$ cat config.mk
export PLATFORM = sky130hd
export DESIGN_NAME = top
export DESIGN_NICKNAME = d
export VERILOG_FILES = /design/src/rtl/snn_pkg.sv /design/src/rtl/row_mac.sv /design/src/rtl/top.sv
export SDC_FILE = /design/constraint.sdc
export NUM_CORES = 1
export LEC_CHECK = 0
export CORE_MARGIN = 1
export CORE_UTILIZATION = 50
export CTS_BUF_LIST = sky130_fd_sc_hd__clkbuf_16
export DETAILED_ROUTE_END_ITERATION = 8
export PLACE_DENSITY_LB_ADDON = 0.08
export SKIP_LAST_GASP = 1
export SLEW_MARGIN = 25
export SYNTH_ARGS = -nofsm -noshare
export SYNTH_HDL_FRONTEND = slang
export SYNTH_SLANG_ARGS = --single-unit
$ cat constraint.sdc
create_clock -name clk -period 6.33 [get_ports clk]
set_input_delay 0.633 -clock clk [delete_from_list [all_inputs] [get_ports clk]]
set_output_delay 0.633 -clock clk [all_outputs]
set_load 0.1 [all_outputs]
$ cat src/rtl/snn_pkg.sv
// Shared packet field offsets, type codes and FSM state encoding for the
// single-PE spiking convolution node.
package snn_pkg;

  localparam int unsigned TS_BIT    = 5;
  localparam int unsigned TYPE_LSB  = 6;
  localparam int unsigned SPIKE_BIT = 9;
  localparam int unsigned PE_LSB    = 10;
  localparam int unsigned RES_LSB   = 21;
  localparam int unsigned DATA_LSB  = 9;

  localparam logic [2:0] TYPE_IFMAP = 3'b000;
  localparam logic [2:0] TYPE_ROW1  = 3'b011;
  localparam logic [2:0] TYPE_ROW2  = 3'b101;
  localparam logic [2:0] TYPE_ROW3  = 3'b111;

  typedef enum logic [2:0] {
    IDLE = 3'd0,
    MAC0 = 3'd1,
    MAC1 = 3'd2,
    MAC2 = 3'd3,
    FIRE = 3'd4,
    SEND = 3'd5
  } state_t;

endpackage

$ cat src/rtl/row_mac.sv
// Combinational partial sum of one filter row: each weight is added when its
// binary ifmap bit is set. Bit j of i_bits pairs with weight slice j.
module row_mac #(
  parameter int unsigned W  = 8,
  parameter int unsigned OW = 12
) (
  input  logic [3*W-1:0] i_w,
  input  logic [2:0]     i_bits,
  output logic [OW-1:0]  o_sum
);

  // Gated sum of the three weights of the selected row
  always_comb begin
    o_sum = '0;
    for (int j = 0; j < 3; j++) begin
      if (i_bits[j]) begin
        o_sum = o_sum + OW'(i_w[j*W +: W]);
      end else begin
        o_sum = o_sum;
      end
    end
  end

endmodule

$ cat src/rtl/top.sv
// Single-PE spiking convolution node: filter rows and binary ifmaps arrive as
// packets; each ifmap is integrated into a membrane potential that may fire.
module top
  import snn_pkg::*;
#(
  parameter int unsigned FILTER_WIDTH = 8,
  parameter int unsigned IFMAP_SIZE   = 9,
  parameter int unsigned OUTPUT_WIDTH = 12,
  parameter int unsigned THRESHOLD    = 64,
  parameter logic [1:0]  PE_ID        = 2'd0,
  parameter int unsigned PKT_WIDTH    = 3*FILTER_WIDTH+9
) (
  input  logic                 clk,
  input  logic                 rst_n,
  input  logic                 in_valid,
  output logic                 in_ready,
  input  logic [PKT_WIDTH-1:0] in_data,
  output logic                 out_valid,
  input  logic                 out_ready,
  output logic [PKT_WIDTH-1:0] out_data
);

  localparam int unsigned ROW_W = 3*FILTER_WIDTH;
  localparam logic [OUTPUT_WIDTH-1:0] THR   = OUTPUT_WIDTH'(THRESHOLD);
  localparam logic [OUTPUT_WIDTH-1:0] SAT_V = {OUTPUT_WIDTH{1'b1}};

  state_t                  r_state;
  logic [ROW_W-1:0]        r_row [3];
  logic [2:0]              r_loaded;
  logic [IFMAP_SIZE-1:0]   r_ifmap;
  logic                    r_ts;
  logic [OUTPUT_WIDTH-1:0] r_acc;
  logic [OUTPUT_WIDTH-1:0] r_pot;
  logic                    r_in_ready;
  logic                    r_out_valid;
  logic [PKT_WIDTH-1:0]    r_out_data;

  logic                    w_accept;
  logic [2:0]              w_type;
  logic [ROW_W-1:0]        w_payload;
  logic [ROW_W-1:0]        w_sel_w;
  logic [2:0]              w_sel_b;
  logic [OUTPUT_WIDTH-1:0] w_psum;
  logic [OUTPUT_WIDTH:0]   w_sum_wide;
  logic [OUTPUT_WIDTH-1:0] w_sum;
  logic                    w_spike;
  logic [OUTPUT_WIDTH-1:0] w_new_pot;
  logic [PKT_WIDTH-1:0]    w_out_pkt;
  logic                    w_unused_bits;

  assign w_accept      = in_valid && r_in_ready;
  assign w_type        = in_data[TYPE_LSB +: 3];
  assign w_payload     = in_data[PKT_WIDTH-1 -: ROW_W];
  // Routing bits are carried for the fabric but have no meaning at this node
  assign w_unused_bits = ^in_data[4:0];

  assign in_ready  = r_in_ready;
  assign out_valid = r_out_valid;
  assign out_data  = r_out_data;

  // Select the filter row and matching ifmap bits for the current MAC cycle
  always_comb begin
    w_sel_w = '0;
    w_sel_b = 3'b000;
    case (r_state)
      MAC0: begin
        w_sel_w = r_row[0];
        w_sel_b = r_ifmap[2:0];
      end
      MAC1: begin
        w_sel_w = r_row[1];
        w_sel_b = r_ifmap[5:3];
      end
      MAC2: begin
        w_sel_w = r_row[2];
        w_sel_b = r_ifmap[8:6];
      end
      default: begin
        w_sel_w = '0;
        w_sel_b = 3'b000;
      end
    endcase
  end

  row_mac #(
    .W  (FILTER_WIDTH),
    .OW (OUTPUT_WIDTH)
  ) u_row_mac (
    .i_w    (w_sel_w),
    .i_bits (w_sel_b),
    .o_sum  (w_psum)
  );

  // Saturating integrate and threshold compare, plus output packet assembly
  always_comb begin
    w_sum_wide = {1'b0, r_pot} + {1'b0, r_acc};
    if (w_sum_wide[OUTPUT_WIDTH]) begin
      w_sum = SAT_V;
    end else begin
      w_sum = w_sum_wide[OUTPUT_WIDTH-1:0];
    end
    if (w_sum >= THR) begin
      w_spike   = 1'b1;
      w_new_pot = w_sum - THR;
    end else begin
      w_spike   = 1'b0;
      w_new_pot = w_sum;
    end
    w_out_pkt                            = '0;
    w_out_pkt[TS_BIT]                    = r_ts;
    w_out_pkt[SPIKE_BIT]                 = w_spike;
    w_out_pkt[PE_LSB +: 2]               = PE_ID;
    w_out_pkt[RES_LSB +: OUTPUT_WIDTH]   = w_new_pot;
  end

  // Main control FSM with all state and outputs registered
  always_ff @(posedge clk or negedge rst_n) begin
    if (!rst_n) begin
      r_state     <= IDLE;
      for (int r = 0; r < 3; r++) begin
        r_row[r] <= '0;
      end
      r_loaded    <= 3'b000;
      r_ifmap     <= '0;
      r_ts        <= 1'b0;
      r_acc       <= '0;
      r_pot       <= '0;
      r_in_ready  <= 1'b0;
      r_out_valid <= 1'b0;
      r_out_data  <= '0;
    end else begin
      case (r_state)
        IDLE: begin
          r_in_ready <= 1'b1;
          if (w_accept) begin
            case (w_type)
              TYPE_ROW1: begin
                r_row[0]    <= w_payload;
                r_loaded[0] <= 1'b1;
              end
              TYPE_ROW2: begin
                r_row[1]    <= w_payload;
                r_loaded[1] <= 1'b1;
              end
              TYPE_ROW3: begin
                r_row[2]    <= w_payload;
                r_loaded[2] <= 1'b1;
              end
              TYPE_IFMAP: begin
                // An ifmap against an incomplete filter is consumed and dropped
                if (&r_loaded) begin
                  r_ifmap    <= in_data[DATA_LSB +: IFMAP_SIZE];
                  r_ts       <= in_data[TS_BIT];
                  r_acc      <= '0;
                  r_in_ready <= 1'b0;
                  r_state    <= MAC0;
                end
              end
              default: r_state <= IDLE;
            endcase
          end
        end
        MAC0: begin
          r_acc   <= r_acc + w_psum;
          r_state <= MAC1;
        end
        MAC1: begin
          r_acc   <= r_acc + w_psum;
          r_state <= MAC2;
        end
        MAC2: begin
          r_acc   <= r_acc + w_psum;
          r_state <= FIRE;
        end
        FIRE: begin
          r_pot       <= w_new_pot;
          r_out_data  <= w_out_pkt;
          r_out_valid <= 1'b1;
          r_state     <= SEND;
        end
        SEND: begin
          if (out_ready) begin
            r_out_valid <= 1'b0;
            r_in_ready  <= 1'b1;
            r_state     <= IDLE;
          end
        end
        default: begin
          r_in_ready  <= 1'b0;
          r_out_valid <= 1'b0;
          r_state     <= IDLE;
        end
      endcase
    end
  end

endmodule

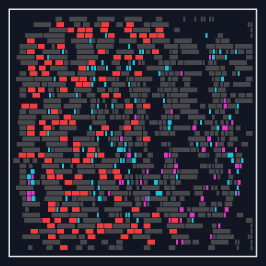
Fig. 1. Selected gate families (run 1).
Scale: 2 px per um.
[cyan] NOR gates | cells: 98
[magenta] NAND gates | cells: 51
[red] multiplexers | cells: 122
combinational fraction of the cell area: 0.481
leading cell type in the layout, fill and taps excluded: dfrtp_1
non-filler cells in the finished layout: 957

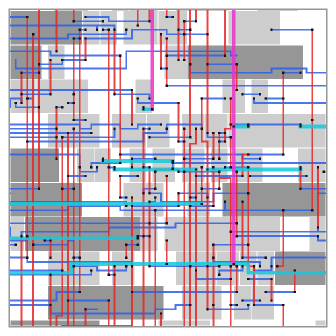
Fig. 2. Layout detail (run 1).
Window x 49 to 74, y 24 to 49 um. Cells in gray, sequential cells in the stronger gray; small squares are vias.
[blue] met1
[red] met2
[magenta] met4
[cyan] met3
cells with their middle in the window: 46
sequential cells in the window: 6
netlist names of flops here include: r_row (2), r_state (2)
most frequent: a21oi_1 (8), nand2_1 (7), nor2_1 (6)

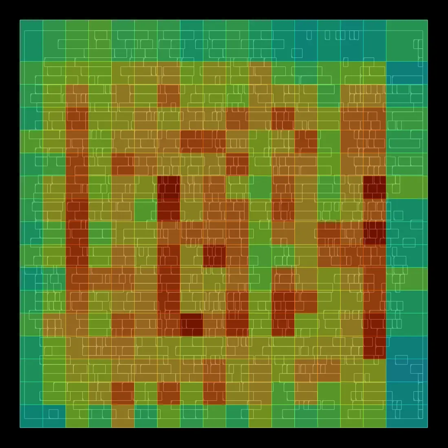
Fig. 3. Routing congestion map (run 1).
core occupancy in the finished layout: 0.607
busiest layer in global routing: met2

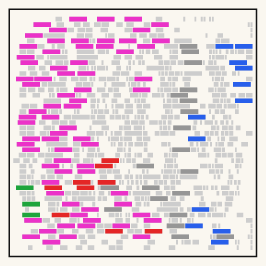
Fig. 4. Sequential cells grouped by signal name (run 1).
Scale: 2 px per um. Other sequential cells in the stronger gray, the rest of the logic in the fainter gray.
[blue] r_pot | placed flops: 12
[red] r_ifmap | placed flops: 9
[magenta] r_row | placed flops: 72
[green] r_loaded | placed flops: 3
P_seq: 0.00122 W
area taken by flip-flops and latches: 2900 um^2
share of cell area taken by flip-flops and latches: 0.340

==> notes.org, run 1 <==
* Implementation run

** Synthesis
- The synthesized netlist contains between 70 and 80 unique library cells.
- Counting the warning lines in the Yosys log gives 0.
- Async set-reset flop share out of synthesis :: 1.00
- In the post-synthesis netlist, the cell with the most instances is dfrtp_1.
- Largest type area fraction :: 0.397

** CTS
- TritonCTS Buffers :: 17
- Resized Gates After CTS :: 0

** Flow run
- Count of max-cap constraint violations :: 0

** Detailed routing
- The routed layout has 5483 vias.

** Final layout
- The registers reported with the highest flop counts are r_row (72), r_acc (12), r_pot (12).
- Counting flops per register, the top entry is r_row.
- Max-area cell class :: combinational gates
- The most common logic cells in the final layout are 115 x dfrtp_1, 80 x nor2_1, 67 x mux2_2.

** Timing
- The final max-slew violation count recorded for this run is 0.

** Worst setup path
- The OpenROAD report gives the critical path a data arrival time of 5.91 ns.
- Logic depth along the worst register-to-register path is recorded as 22.
- Critical register-to-register path endpoint :: r_acc[10]$_DFFE_PN0P_
- The worst setup path is launched from a register.

** Global routing
- The first global-routing pass estimated around 27000 um of wire.
- Entering global routing, the biggest net connects slightly above 60 pins.
- The global route stage reports its total congestion overflow as 0.
- Overall routing resource usage recorded by global route was 0.237.

** Pwr
- The internal power of the cells totals 0.00248 W.
- The highest supply drop recorded on VDD is 0.223 mV.
- Per report_power, the top consumer among the power groups is combinational cells.

** Place
- Instance area after placement :: between 7000 and 8000 um^2

** Hold path
- Hold Crit Class :: in -> async

** Status
- Outcome :: complete, no violations
Fig. 5: run 1, pin placement
Scale: 4 px per um. Pins as bars across the die edge, other pins in gray.
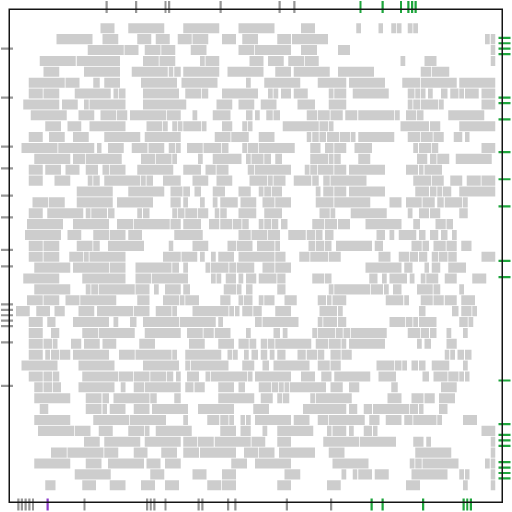

==> run 2, diff against run 1 <==
- CAP_MARGIN: unset -> 20
- PLACE_DENSITY: unset -> 0.73
- PLACE_DENSITY_LB_ADDON: 0.08 -> unset
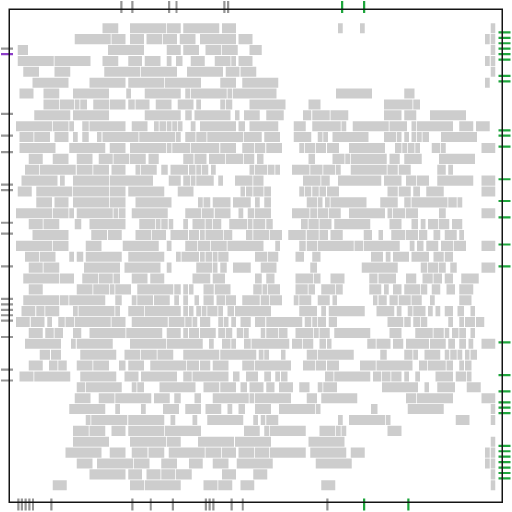
Fig. 6. Pin placement (run 2).
Scale: 4 px per um. Pins as bars across the die edge, other pins in gray.
[green] out_data | pins: 33 | direction: output | edge: 29 right, 2 top, 2 bottom
[purple] rst_n | pins: 1 | direction: input | edge: left
vertical die size: 123 um
tally of buffers added on design ports: 47

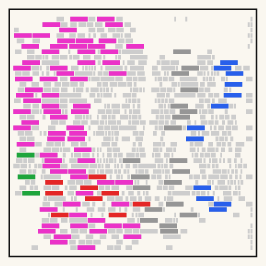
Fig. 7. Sequential cells grouped by signal name (run 2).
Scale: 2 px per um. Other sequential cells in the stronger gray, the rest of the logic in the fainter gray.
[blue] r_pot | placed flops: 12
[red] r_ifmap | placed flops: 9
[magenta] r_row | placed flops: 72
[green] r_loaded | placed flops: 3
not colored: 20
P_seq: 0.00125 W
core occupancy in the finished layout: 0.602
share of cell area taken by flip-flops and latches: 0.344

==> run 2 against run 1 <==
Worst setup slack worse by 0.29 ns. Via count rose by 2.9%. Combinational power barely moved. Non-clock buffer count decreased by 1. Global-route usage is essentially flat. Clock-buffer cell count unchanged. Maximum frequency decreased by 4.9%. Sequential power hardly changed. Highest routed layer unchanged. Die size unchanged. Clock power decreased by about 10%. Worst hold slack got worse by 0.0075 ns. Power down 2.6%.
==> notes.org, run 2 <==
* Implementation run

** Status
- The flow ran to the end, and the final reports show no timing, DRC or antenna violations.

** Detailed routing
- Via total after detailed routing :: 5640 (+2.9%)

** Final layout
- The sequential cell area came to 2900 um^2 (unchanged).
- The multi-input logic portion of the cell area is 0.485 (+0.00441).
- Per the cell usage report, the commonest logic cell in the layout is dfrtp_1.
- Max-area cell class :: combinational gates
- The non-filler instance count after layout came to 956 (-0.10%).
- Largest registers in the final layout :: r_row (72), r_acc (12), r_pot (12)

** Pwr
- Maximum resistive drop on vdd :: 0.227 mV (+2.0%)
- Internal power :: 0.00241 W (-2.5%)

** Worst setup path
- Worst endpoint data arrival time :: 6.19 ns (+0.28 ns)
- The cell count of the worst reg-to-reg path was 22 (unchanged).
- The endpoint identified for the worst register-to-register timing path is r_acc[10]$_DFFE_PN0P_.
- The worst setup path is launched from a register.

** Timing
- The max-slew violation count came to 0 (unchanged).

** Global routing
- The layer flagged by global routing as most heavily used is met2.
- Overall overflow remaining after global route :: 0 (unchanged)
- Pin count of the biggest net entering global routing :: 65 (+4.8%)
- First-pass GRT wire length :: 27500 um (+1.2%)

** Synthesis
- Largest type area fraction :: 0.397 (unchanged)
- Most popular library cell in the synthesized design by count :: dfrtp_1

** Hold path
- Hold Crit Class :: in -> async

** Place
- The placed standard-cell area was 7880 um^2 (about the same).

** CTS
- Resized Gates After CTS :: 0 (unchanged)
- TritonCTS Buffers :: 17 (unchanged)
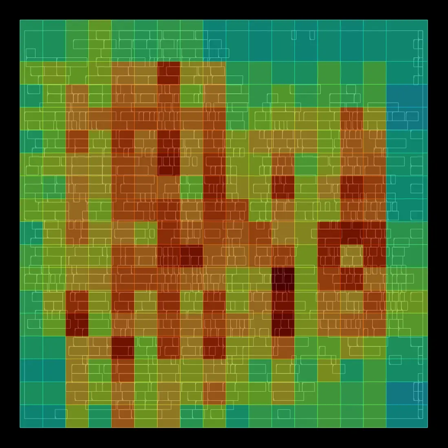
Fig. 8. Routing congestion map (run 2).
met2 track utilization from global routing: 0.411
All-Layer GR Usage: 0.237
wire length per cell after detailed routing: 17.1 um
met1 global-route usage: 0.281
met3 Resource Use GR: 0.0466

Power and IR drop assume default switching activity.
